**Selected gate families**

Drawn at 3 px/um.
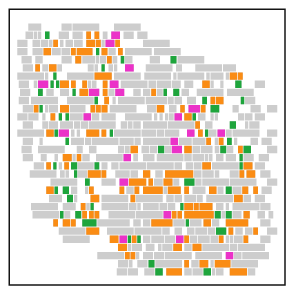
**Routed metal, one colour a layer**

Drawn at 3 px/um.
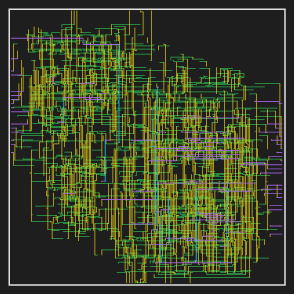
**The clock network**

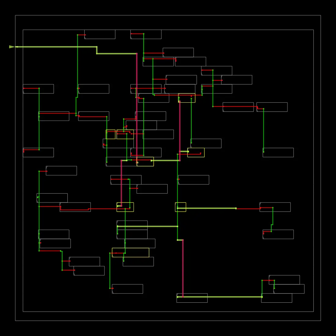
**The metal 3 layer**

Drawn at 4 px/um.
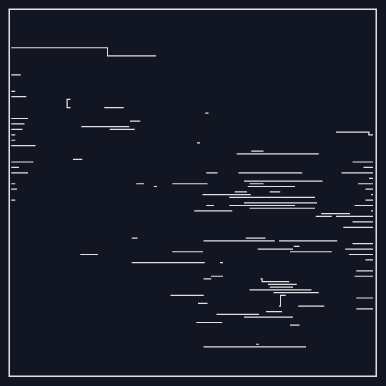
**Clock network drawn from the DEF**

Drawn at 4 px/um.
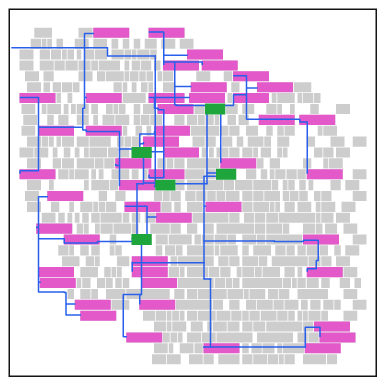
### src/rtl/agc_cdu_counter.sv
// AGC-side CDU interface for one gimbal axis: synchronised +/- angle increments into a
// wrapping counter, a stretched zero discrete, and a rate-limited error-drive pulse burst.
module agc_cdu_counter #(
  parameter int CNT_W    = 15,
  parameter int ERR_W    = 9,
  parameter int RATE_DIV = 320,
  parameter int PULSE_W  = 2,
  parameter int Z_W      = 4
) (
  input  logic             CLOCKH,
  input  logic             rst_n,
  input  logic             PCDU,
  input  logic             MCDU,
  input  logic             CNT_LD,
  input  logic [CNT_W-1:0] CNT_LDVAL,
  output logic [CNT_W-1:0] CDUCNT,
  output logic             CNT_OVF,
  input  logic             ZERO_REQ,
  output logic             AGCZ,
  input  logic             ERR_EN,
  output logic             AGCEEC,
  input  logic             ERR_WR,
  input  logic [ERR_W-1:0] ERR_VAL,
  output logic             ERRP,
  output logic             ERRM,
  output logic             ERR_BUSY,
  output logic             ERR_REJ
);

  localparam int TMR_W = (RATE_DIV > 2) ? $clog2(RATE_DIV) : 1;
  localparam int ZC_W  = $clog2(Z_W + 1);
  localparam logic [TMR_W-1:0] PULSE_LAST = TMR_W'(PULSE_W - 1);
  localparam logic [TMR_W-1:0] GAP_LAST   = TMR_W'(RATE_DIV - PULSE_W - 1);

  typedef enum logic [1:0] {IDLE = 2'd0, PULSE = 2'd1, GAP = 2'd2} state_t;

  logic [1:0]       p_sync_q, m_sync_q;
  logic             p_prev_q, m_prev_q;
  logic             p_rise, m_rise;
  logic [CNT_W-1:0] cnt_q, cnt_d;
  logic             ovf_q, ovf_d;
  logic [ZC_W-1:0]  z_q, z_d;
  logic             agceec_q;
  state_t           state_q, state_d;
  logic [ERR_W-1:0] rem_q, rem_d;
  logic             dir_q, dir_d;
  logic [TMR_W-1:0] tmr_q, tmr_d;
  logic             rej_q, rej_d;
  logic [ERR_W-1:0] err_mag;

  assign p_rise = p_sync_q[1] & ~p_prev_q;
  assign m_rise = m_sync_q[1] & ~m_prev_q;

  always_ff @(posedge CLOCKH or negedge rst_n) begin
    if (!rst_n) begin
      p_sync_q <= '0;
      m_sync_q <= '0;
      p_prev_q <= 1'b0;
      m_prev_q <= 1'b0;
      cnt_q    <= '0;
      ovf_q    <= 1'b0;
      z_q      <= '0;
      agceec_q <= 1'b0;
    end else begin
      p_sync_q <= {p_sync_q[0], PCDU};
      m_sync_q <= {m_sync_q[0], MCDU};
      p_prev_q <= p_sync_q[1];
      m_prev_q <= m_sync_q[1];
      cnt_q    <= cnt_d;
      ovf_q    <= ovf_d;
      z_q      <= z_d;
      agceec_q <= ERR_EN;
    end
  end

  // Simultaneous P and M edges cancel; increments seen during AGCZ are dropped.
  always_comb begin
    cnt_d = cnt_q;
    ovf_d = 1'b0;
    if (ZERO_REQ) begin
      cnt_d = '0;
    end else if (CNT_LD) begin
      cnt_d = CNT_LDVAL;
    end else if ((z_q == '0) && (p_rise ^ m_rise)) begin
      if (p_rise) begin
        cnt_d = cnt_q + CNT_W'(1);
        ovf_d = &cnt_q;
      end else begin
        cnt_d = cnt_q - CNT_W'(1);
        ovf_d = ~|cnt_q;
      end
    end
  end

  always_comb begin
    z_d = z_q;
    if (ZERO_REQ)
      z_d = ZC_W'(Z_W);
    else if (z_q != '0)
      z_d = z_q - ZC_W'(1);
  end

  assign CDUCNT = cnt_q;
  assign CNT_OVF = ovf_q;
  assign AGCZ = (z_q != '0);
  assign AGCEEC = agceec_q;

  // Magnitude needs all ERR_W bits unsigned so the most negative request still fits.
  assign err_mag = ERR_VAL[ERR_W-1] ? (~ERR_VAL + ERR_W'(1)) : ERR_VAL;

  always_ff @(posedge CLOCKH or negedge rst_n) begin
    if (!rst_n) begin
      state_q <= IDLE;
      rem_q   <= '0;
      dir_q   <= 1'b0;
      tmr_q   <= '0;
      rej_q   <= 1'b0;
    end else begin
      state_q <= state_d;
      rem_q   <= rem_d;
      dir_q   <= dir_d;
      tmr_q   <= tmr_d;
      rej_q   <= rej_d;
    end
  end

  always_comb begin
    state_d = state_q;
    rem_d   = rem_q;
    dir_d   = dir_q;
    tmr_d   = tmr_q;
    rej_d   = 1'b0;
    case (state_q)
      IDLE: begin
        if (ERR_WR) begin
          if (!agceec_q) begin
            rej_d = 1'b1;
          end else if (ERR_VAL != '0) begin
            rem_d   = err_mag;
            dir_d   = ERR_VAL[ERR_W-1];
            tmr_d   = '0;
            state_d = PULSE;
          end
        end
      end
      PULSE, GAP: begin
        rej_d = ERR_WR;
        if (!agceec_q) begin
          state_d = IDLE;
          rem_d   = '0;
          tmr_d   = '0;
        end else if (state_q == PULSE) begin
          if (tmr_q == PULSE_LAST) begin
            tmr_d   = '0;
            rem_d   = rem_q - ERR_W'(1);
            state_d = GAP;
          end else begin
            tmr_d = tmr_q + TMR_W'(1);
          end
        end else begin
          if (tmr_q == GAP_LAST) begin
            tmr_d   = '0;
            state_d = (rem_q != '0) ? PULSE : IDLE;
          end else begin
            tmr_d = tmr_q + TMR_W'(1);
          end
        end
      end
      default: state_d = IDLE;
    endcase
  end

  always_comb begin
    ERRP     = (state_q == PULSE) && !dir_q;
    ERRM     = (state_q == PULSE) && dir_q;
    ERR_BUSY = (state_q != IDLE);
    ERR_REJ  = rej_q;
  end

endmodule

### config.mk
export PLATFORM = sky130hd
export DESIGN_NAME = agc_cdu_counter
export DESIGN_NICKNAME = d
export VERILOG_FILES = /design/src/rtl/agc_cdu_counter.sv
export SDC_FILE = /design/constraint.sdc
export NUM_CORES = 1
export LEC_CHECK = 0
export ABC_CLOCK_PERIOD_IN_PS = 2300
export CORE_MARGIN = 2
export CORE_UTILIZATION = 45
export DETAILED_ROUTE_END_ITERATION = 12
export PLACE_DENSITY = 0.8
export SLEW_MARGIN = 5
export SYNTH_ARGS = -nofsm -noshare
export SYNTH_HDL_FRONTEND = slang
export SYNTH_SLANG_ARGS = --single-unit
### constraint.sdc
create_clock -name CLOCKH -period 2.3 [get_ports CLOCKH]
set_input_delay 0.345 -clock CLOCKH [delete_from_list [all_inputs] [get_ports CLOCKH]]
set_output_delay 0.345 -clock CLOCKH [all_outputs]
set_load 0.01 [all_outputs]
==> flow_summary.html <==
<p>Metrics extracted from the flow reports.</p>
<table>
<tr><th>Metric</th><th>Value</th></tr>
<tr><th colspan="2">Pwr</th></tr>
<tr><td>Top contributor to total power</td><td>combinational logic</td></tr>
<tr><td>Total sequential power</td><td>roughly 1.2 mW</td></tr>
<tr><td>Worst IR Drop VDD</td><td>roughly 0.52 mV</td></tr>
<tr><td>Power per cell area</td><td>between 700 and 800 nW/um2</td></tr>
<tr><td>Overall power after layout</td><td>between 3 and 4 mW</td></tr>
<tr><td>Share of total power consumed by net switching</td><td>0.400</td></tr>
<tr><td>Internal Pwr Total</td><td>around 2.3 mW</td></tr>
<tr><td>Cell leakage power</td><td>roughly 2.1 nW</td></tr>
<tr><td>Sw power</td><td>1.50 mW</td></tr>
<tr><td>Power consumed by combinational cells</td><td>~2.0 mW</td></tr>
<tr><td>Combinational group share of total power</td><td>0.519</td></tr>
<tr><td>Portion of total power attributed to sequential cells</td><td>0.307</td></tr>
<tr><th colspan="2">Clocking</th></tr>
<tr><td>Post-CTS setup buffers</td><td>9</td></tr>
<tr><td>Clock-pin slew of the registers on the worst-case setup and hold paths</td><td>between 100 and 150 ps</td></tr>
<tr><td>Hold-fix buffer count after cts</td><td>0</td></tr>
<tr><td>Post-CTS resize count</td><td>37</td></tr>
<tr><td>Clock tree from TritonCTS</td><td>done</td></tr>
<tr><td>Root cell of the clock tree</td><td>clkbuf_8</td></tr>
<tr><td>Number of H-tree levels</td><td>2</td></tr>
<tr><th colspan="2">Worst setup path</th></tr>
<tr><td>Startpoint Class</td><td>register</td></tr>
<tr><td>Worst path max stage delay</td><td>380 ps</td></tr>
<tr><td>WP data arrival</td><td>approximately 2700 ps</td></tr>
<tr><td>End of the worst register-to-register path</td><td>CDUCNT[10]</td></tr>
<tr><td>Max stage delay cell, worst path</td><td>dfrtp_1</td></tr>
<tr><td>Launch point of the critical path</td><td>p_sync_q[1]</td></tr>
<tr><td>Count of cells along the worst register-to-register path</td><td>12</td></tr>
<tr><td>R2R Setup Slk</td><td>-180 ps</td></tr>
<tr><td>Crit path max fanout</td><td>6</td></tr>
<tr><td>Crit. End Element</td><td>register</td></tr>
<tr><td>Data required time at the worst endpoint</td><td>2540 ps</td></tr>
<tr><td>Chain of cells forming the critical path</td><td>nor2b_4, clkinvlp_4, buf_12, buf_8, ha_4, o21a_1, o31a_1, o31ai_2, buf_4, a31oi_4, xnor2_1, o21ai_1</td></tr>
<tr><td>Crit path to</td><td>CDUCNT[10]</td></tr>
<tr><td>Category of cells accounting for the largest share of critical-path delay</td><td>AND-OR/OR-AND gates</td></tr>
<tr><td>Start-to-end type of the worst setup path</td><td>reg -&gt; reg</td></tr>
<tr><td>Cell depth of the worst setup path</td><td>12</td></tr>
<tr><th colspan="2">Drt</th></tr>
<tr><td>Length of routed met2 wiring</td><td>5310 um</td></tr>
<tr><td>Remaining design rule violation count</td><td>0</td></tr>
<tr><td>Initial detailed-routing violation count</td><td>~220</td></tr>
<tr><td>Top routing layer used</td><td>met4</td></tr>
<tr><td>Routed wirelength normalized by instance count</td><td>about 17 um</td></tr>
<tr><td>ANT nets after route</td><td>0</td></tr>
<tr><td>Met3 wire len</td><td>609 um</td></tr>
<tr><td>Count of TritonRoute iterations in the first routing pass</td><td>5</td></tr>
<tr><td>Length of routed wiring on met1</td><td>4260 um</td></tr>
<tr><th colspan="2">Global route</th></tr>
<tr><td>Layer with the highest usage</td><td>met2</td></tr>
<tr><td>Antenna violations before repair</td><td>0</td></tr>
<tr><td>Largest net degree at the start of global routing</td><td>49</td></tr>
<tr><td>GRT Total Usage</td><td>0.243</td></tr>
<tr><td>Met2 usage</td><td>0.429</td></tr>
<tr><td>Global route total overflow</td><td>0</td></tr>
<tr><td>Number of global-route vias before repair</td><td>~3,500</td></tr>
<tr><td>Fraction of met1 tracks used by global routing</td><td>0.305</td></tr>
<tr><th colspan="2">Yosys</th></tr>
<tr><td>Cells after Synth</td><td>~400</td></tr>
<tr><td>Largest cells by area after synthesis</td><td>dfrtp_1 35%, ha_1 8.7%, a21oi_1 4.5%</td></tr>
<tr><td>Cell type with the largest total area after synthesis</td><td>dfrtp_1</td></tr>
<tr><td>Fraction of the mapped netlist area in adder cells</td><td>0.0932</td></tr>
<tr><td>Xor and xnor area share after synthesis</td><td>0.0382</td></tr>
<tr><td>Nets at Floorplan</td><td>roughly 450</td></tr>
<tr><td>Post-synthesis simple-gate area fraction</td><td>0.199</td></tr>
<tr><td>Area of the mapped netlist</td><td>approximately 3400 um2</td></tr>
<tr><td>Per-instance average area after synthesis</td><td>8.70 um2</td></tr>
<tr><td>Async set-or-reset flop fraction in the synthesized netlist</td><td>1.00</td></tr>
<tr><td>Chip Area, Yosys</td><td>~3400 um2</td></tr>
<tr><td>Area leader share</td><td>0.350</td></tr>
<tr><td>Number of flip-flops and latches in the synthesized netlist</td><td>48</td></tr>
<tr><td>Prevailing post-synth register cell</td><td>dfrtp_1</td></tr>
<tr><td>Number of cells in the yosys synthesis report</td><td>just under 400</td></tr>
<tr><td>Yosys synthesis warning count</td><td>0</td></tr>
<tr><td>Distinct lib cells</td><td>around 65</td></tr>
<tr><td>Multiplexer fraction of the synthesized cell area</td><td>0.00728</td></tr>
<tr><td>Dominant kind of combinational cell</td><td>AND-OR/OR-AND gates</td></tr>
<tr><td>Sequential fraction of the synthesis area</td><td>0.350</td></tr>
<tr><td>Count of library flops with an enable pin</td><td>0</td></tr>
<tr><td>Post-synthesis cell type with the largest instance count</td><td>dfrtp_1</td></tr>
<tr><td>Cell types with the highest counts after synthesis</td><td>48 x dfrtp_1, 31 x a21oi_1, 31 x nand2_1, 28 x nor2_1, 27 x o21ai_1</td></tr>
<tr><th colspan="2">Place</th></tr>
<tr><td>DP HPWL</td><td>a little over 7000 um</td></tr>
<tr><td>DP Worst Slack</td><td>-445 ps</td></tr>
<tr><td>Number of port buffers</td><td>53</td></tr>
<tr><td>Placed insts</td><td>about 590</td></tr>
<tr><td>Post-place instance area</td><td>between 4000 and 5000 um2</td></tr>
<tr><th colspan="2">Timing</th></tr>
<tr><td>Highest clock frequency the design can meet</td><td>about 400 MHz</td></tr>
<tr><td>Worst slew margin relative to its limit</td><td>0.579</td></tr>
<tr><td>Transition time of the tightest slew-check pin</td><td>about 630 ps</td></tr>
<tr><td>Minimum clock period</td><td>approximately 2500 ps</td></tr>
<tr><td>RSZ-0062 raised after global routing</td><td>true</td></tr>
<tr><td>Final hold slack</td><td>118 ps</td></tr>
<tr><td>PnR worst setup slack</td><td>-177 ps</td></tr>
<tr><td>Total count of hold-check failures in the final report</td><td>0</td></tr>
<tr><td>Max Slew Vio Count</td><td>0</td></tr>
<tr><td>Final worst-path cycle share</td><td>1.08</td></tr>
<tr><td># setup viols final</td><td>8</td></tr>
<tr><th colspan="2">Run</th></tr>
<tr><td>Max Cap Viol</td><td>0</td></tr>
<tr><td>OpenROAD warning count</td><td>35</td></tr>
<tr><th colspan="2">Layout</th></tr>
<tr><td>Flop share of the area</td><td>0.239</td></tr>
<tr><td>Area of all placed cells without fillers</td><td>5020 um2</td></tr>
<tr><td>Non-Clock Buffer Area Fraction</td><td>0.219</td></tr>
<tr><td>Area of combinational cells with multiple inputs</td><td>around 2400 um2</td></tr>
<tr><td>Number of filler cells placed in the layout</td><td>a little over 500</td></tr>
<tr><td>Top cells excl fill/tap</td><td>60 x buf_4, 52 x clkdlybuf4s50_1, 48 x dfrtp_1</td></tr>
<tr><td>Fraction of area in clock buffers and inverters</td><td>0.0229</td></tr>
<tr><td>Number of clock-tree buffers in the layout</td><td>5</td></tr>
<tr><td>Count of multi-input gates</td><td>307</td></tr>
<tr><td>Area growth from synthesis to layout</td><td>46.1%</td></tr>
<tr><td>Seq_cells</td><td>around 48</td></tr>
<tr><td>Leading cell category by total area</td><td>multi-input combinational cells</td></tr>
<tr><td>Net count reported at finish</td><td>around 570</td></tr>
<tr><td>Non-clock inverters</td><td>25</td></tr>
<tr><td>Share of the core filled with cells</td><td>0.685</td></tr>
<tr><td>Fraction of layout instances using a drive strength above 1</td><td>0.258</td></tr>
<tr><td>Count of plain and timing-repair buffers in the layout</td><td>123</td></tr>
<tr><td>Sequential cell area in the final layout</td><td>roughly 1200 um2</td></tr>
<tr><td>Antenna cell count</td><td>0</td></tr>
<tr><td>Flip-flop count of the largest register, all copies and words added</td><td>15</td></tr>
<tr><th colspan="2">Die</th></tr>
<tr><td>Pre-placement core utilization</td><td>0.469</td></tr>
<tr><td>Count of boundary I/O pins</td><td>between 50 and 60</td></tr>
<tr><td>Floorplan row count</td><td>31</td></tr>
<tr><td>Die W</td><td>just over 90 um</td></tr>
<tr><td>Tap cell instance count</td><td>~99</td></tr>
<tr><td>Die Span Y</td><td>just over 90 um</td></tr>
<tr><td>Overall die area</td><td>8350 um2</td></tr>
<tr><th colspan="2">Hold path</th></tr>
<tr><td>HP Class</td><td>in -&gt; async</td></tr>
<tr><th colspan="2">Outcome</th></tr>
<tr><td>Violations in the final reports</td><td>setup timing</td></tr>
<tr><td>Outcome</td><td>complete, but fails checks</td></tr>
</table>
## Picture notes: 'selected gate families'
| colour | family | cells |
|---|---|---|
| magenta | AND-OR and OR-AND gates | 21 |
| orange | inverting AOI/OAI gates | 112 |
| green | NAND gates | 56 |
fraction of standard cell area in multi-input logic: 0.474
most used logic cell in the final layout: buf_4
Layout Cells excl Fill: 610

## Picture notes: 'routed metal, one colour a layer'
| colour | layer | wire length |
|---|---|---|
| green | met1 | 4,260 um |
| cyan | met4 | 211 um |
| purple | met3 | 610 um |
| yellow | met2 | 5,320 um |

## Picture notes: 'the clock network'
worst clock skew: 14.7 ps
CTS Sinks: 48
number of buffers created by CTS: 5
clock latency on the worst-skew pair: 310 ps

## Picture notes: 'the metal 3 layer'
share of all routed wire: 5.9%
main direction: horizontal
longest straight run: 25.3 um
wire length on this layer: 610 um
nets with wire on the layer: 76
grt met3 use: 0.0340
final wirelength: 10,400 um
Via Count: 3,533

## Picture notes: 'clock network drawn from the DEF'
[magenta] flip-flops | count: 48
[blue] clock wires | length: 680 um
[green] cells driving clock nets | count: 5
flops lie: all over the die
routed clock nets: 6
share of power burned in the clock network: 0.174
clk pwr: 651 uW

Power and IR drop assume default switching activity.
